Fig. 1: placed standard cells
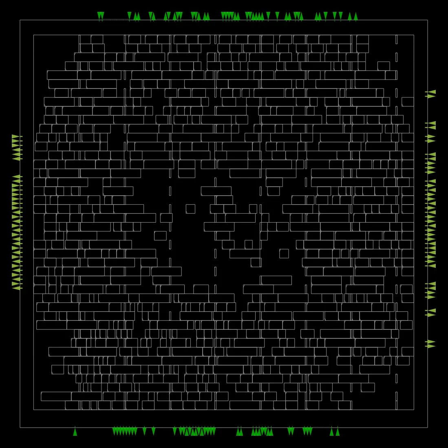
Fig. 2: signal wires on met2
Scale bar: 20 um.
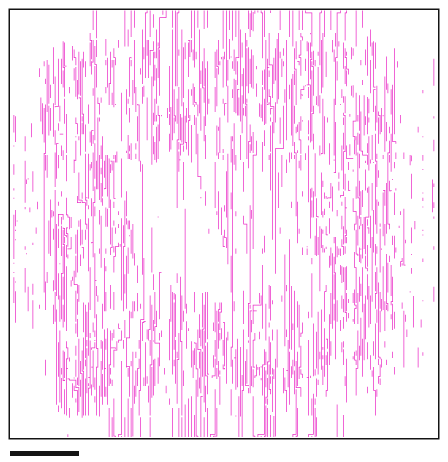
Fig. 3: wires at chosen ports, followed through buffers
Scale bar: 20 um.
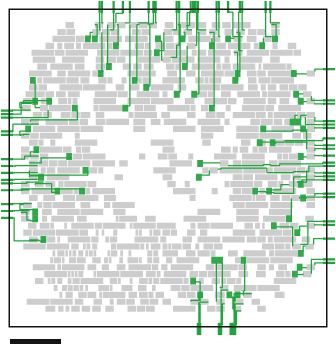
Design pipe_skid_stage, sky130hd; sources not shown.
==> job_summary.md <==
## PnR job results

| Metric | Value |
|---|---|
| Cell depth of the worst setup path | 3 |
| Number of max-capacitance violations reported | 0 |
| Vias per inst | 5.72 |
| Synthesized instance count | 546 |
| Logic pwr share | 29.3% |
| First-pass detailed-route iteration total | 4 |
| Final Hold Violation Tally | 0 |
| Via count of the first global-routing pass | 5,394 |
| Largest fanout on the critical path | 7 |
| Share of the clock period used by the worst path after layout | 59.1% |
| Level count of the clock H-tree | 4 |
| Chip area in the Yosys report | 6760 um2 |
| Die outline area | 15,400 um2 |
| Top_reg_cell synth | sky130_fd_sc_hd__dfrtp_1 |
| Synth top area cells | sky130_fd_sc_hd__dfrtp_1, sky130_fd_sc_hd__mux2_1, sky130_fd_sc_hd__a221o_1 |
| Netlist cell types | 43 |
| Setup repair after global routing missed its margin | false |
| Netlist Area Pre-Place | 6760 um2 |
| Shortest period the worst path allows | 6.26 ns |
| Int Power | 1.00 mW |
| Setup Crit Path Kind | in2out |
| Type of destination of the critical path | output pin |
| Pwr Density | 180 nW/um2 |
| Placed Instance Area | 8340 um2 |
| Final Wtd Congestion | 0.799 |
| Gr ovfl total | 0 |
| Root buf cell | sky130_fd_sc_hd__clkbuf_8 |
| Yosys stat cell total | 546 |
| Max-slew headroom at the worst pin | 27.2% |
| Commonest cells post-synth | sky130_fd_sc_hd__dfrtp_1, sky130_fd_sc_hd__and3_1, sky130_fd_sc_hd__and2_1, sky130_fd_sc_hd__a221o_1, sky130_fd_sc_hd__mux2_1 |
| First-pass GRT wire length | 27,200 um |
| Number of flops mapped to enable cells by yosys | 0 |
| Placeable Area | 13,200 um2 |
| Max Freq | 160 MHz |
| Worst Reg2Reg Path Length in Cells | 3 |
| LEAKAGE | 4.09 nW |
| HPWL after DPL | 10,400 um |
| Hold-critical path depth | 1 |
| Number of buffers on the longest clock path | 2 |
| DRT antenna net count | 0 |
| Crit-path slowest cell | sky130_fd_sc_hd__clkdlybuf4s50_1 |
| Data required time at the worst endpoint | 8.33 ns |
| TNS Setup | 0 ns |
| Post-cts hold-fix buffer tally | 0 |
| Setup violations, final | 0 |
| Flip-flop and latch count after synthesis | 149 |
| Post-route insts no fill | 872 |
| Worst hold slack | 0.346 ns |
| Total of cells resized after clock tree synthesis | 0 |
| PnR Total Power | 1.56 mW |
| Buffers & Inverters on Critical Path | 2 |
| Height of the die | 124 um |
| R2R Setup Slk | 7.90 ns |
| Clock transition at the registers of the reported paths | 0.07 ns |
| Seq share, synth | 55.2% |
| Number of placement rows | 42 |
| Largest voltage drop on the vdd net | 0.185 mV |
| Number of antenna repair diodes | 0 |
| Data arrival time of the critical path | 3.99 ns |
| Series of cell instances along the critical path | clkdlybuf4s50_1 -> nor2b_1 -> clkdlybuf4s50_1 |
| Sinks on the clock net | 149 |
| Portion of total power attributed to sequential cells | 47.0% |
| TritonCTS clock tree | done |
| Proportion of netlist area held by the largest area contributor | 54.8% |
| Number of clock buffers inserted by TritonCTS | 17 |
| Mapped Avg Cell Area | 12.4 um2 |
| Clock latency of the later-clocked register in the worst-skew pair | 0.43 ns |
| Remaining DRCs | 0 |
| Cell family contributing the most delay on the critical path | buffers and inverters |
| Most common cell on crit path | sky130_fd_sc_hd__clkdlybuf4s50_1 |
| Post-CTS Setup Bufs | 0 |
| Total GRT Usage | 22.1% |
| Async set or reset register ratio after synthesis | 100% |
| Number of antenna violations at the first check in global routing | 0 |
| Power spent charging and discharging nets | 0.560 mW |
| Slew Limit Fails | 0 |
| Horizontal die dimension | 124 um |
| Hold Crit Class | reg2reg |
| Area growth from synthesis to layout | 28.4% |
| Synth Warn # | 0 |
| Final design instance area without fill | 8680 um2 |
| WL/cell | 18.9 um |
| Switching part of the total power | 35.8% |
| Largest stage delay on the critical path | 1.15 ns |
| Most common cell in the synthesized netlist | sky130_fd_sc_hd__dfrtp_1 |
| Initial DRC Count | 459 |
| Number of warnings the tools reported | 26 |
| Clk pwr share | 23.7% |
| Largest net degree at the start of global routing | 89 |
| Cell taking the most area after synthesis | sky130_fd_sc_hd__dfrtp_1 |
| Worst Max-Slew Pin Slew | 1.09 ns |
| Run status | finished clean |
| Init Core Util | 51.0% |
| Syn_nets | 619 |
| Startpoint types | input port |
| Post-Place Cells | 840 |
| Fraction of final layout cells with drive strength greater than 1 | 7.18% |
| Count of nets after finishing | 756 |
Notes on Fig. 1 above:
flip-flop and latch share of the layout cell area: 43.0%
Fillers: 1,011

Notes on Fig. 2 above:
share of all routed wire: 51%
wire length on this layer: 8,340 um
nets with wire on the layer: 693
main direction: vertical
longest straight run: 57.5 um
aggregate routed wire length: 16,500 um
global routing met2 resource utilization: 36.0%
vias after detailed routing: 4,991

Notes on Fig. 3 above:
legend:
  green:
    port: out_data
    bits: 64
    direction: output
    edge: 22 east, 21 north, 14 west, 7 south
    end_cells: 64
    buffers: 64
    wire: 1,380 um
number of I/O port buffers: 153
number of primary I/O pins: 154

## per-stage QoR
stage	worst slack (ns)	utilization [%]
after global placement	4.36	63.0
after CTS	4.34	65.5
after detailed placement	4.35	63.0
final	4.34	65.5
after floorplan	4.32	-
after global routing	4.24	65.5
## kinds of logic (layout without fill, tap and decap cells)
logic type / after synthesis / count (layout) / share of synthesized area [%]
simple gates: 186 / 186 / 16.6
flops: 149 / 149 / 55.2
buf+inv: 52 / 202 / 3.98
mux: 67 / 67 / 11.1
compound gates: 79 / 79 / 11.1
fa+ha+maj: 3 / 3 / 0.667
xor+xnor: 10 / 10 / 1.30
## cell type report
class                   count  area [um2]  area share [%]
inverters                  11        46.3           0.534
clock inverters            13        70.1           0.808
repair buffers            159        1580            18.2
multi-input cells         345        2770            31.9
clock buffers              19         262            3.01
well taps                 176         220            2.54
flip-flops and latches    149        3730            43.0
## placed cells by master, fill, tap and decap left out, types with 7 or more instances in the layout
master,Yosys,layout
sky130_fd_sc_hd__dfrtp_1,148,148
sky130_fd_sc_hd__xnor2_1,9,9
sky130_fd_sc_hd__clkdlybuf4s50_1,0,153
sky130_fd_sc_hd__inv_1,11,13
sky130_fd_sc_hd__mux2_1,61,61
sky130_fd_sc_hd__nand2_1,18,18
sky130_fd_sc_hd__clkbuf_8,0,19
sky130_fd_sc_hd__and2_1,65,65
sky130_fd_sc_hd__and3_1,67,66
sky130_fd_sc_hd__nor2_1,7,7
sky130_fd_sc_hd__a221o_1,64,64
## layer usage
metal | share of wire, % | vias to the layer above | track usage (%)
met2 | 51 | 161 | 36.0
met1 | 43 | 2542 | 27.3
li1 | - | 2278 | -
met5 | 0 | - | -
met3 | 4.8 | 10 | 6.06
met4 | 1.1 | 0 | 6.58
## power groups by stage
stage	registers, mW	logic [mW]	clock network [mW]
final	0.736	0.458	0.371
after global routing	0.747	0.486	0.408
after CTS	0.735	0.463	0.382
after detailed placement	0.744	0.460	0
after global placement	0.736	0.446	0
after floorplan	0.793	0.277	0
No activity file was given, so power comes from the tool's default toggle rates.
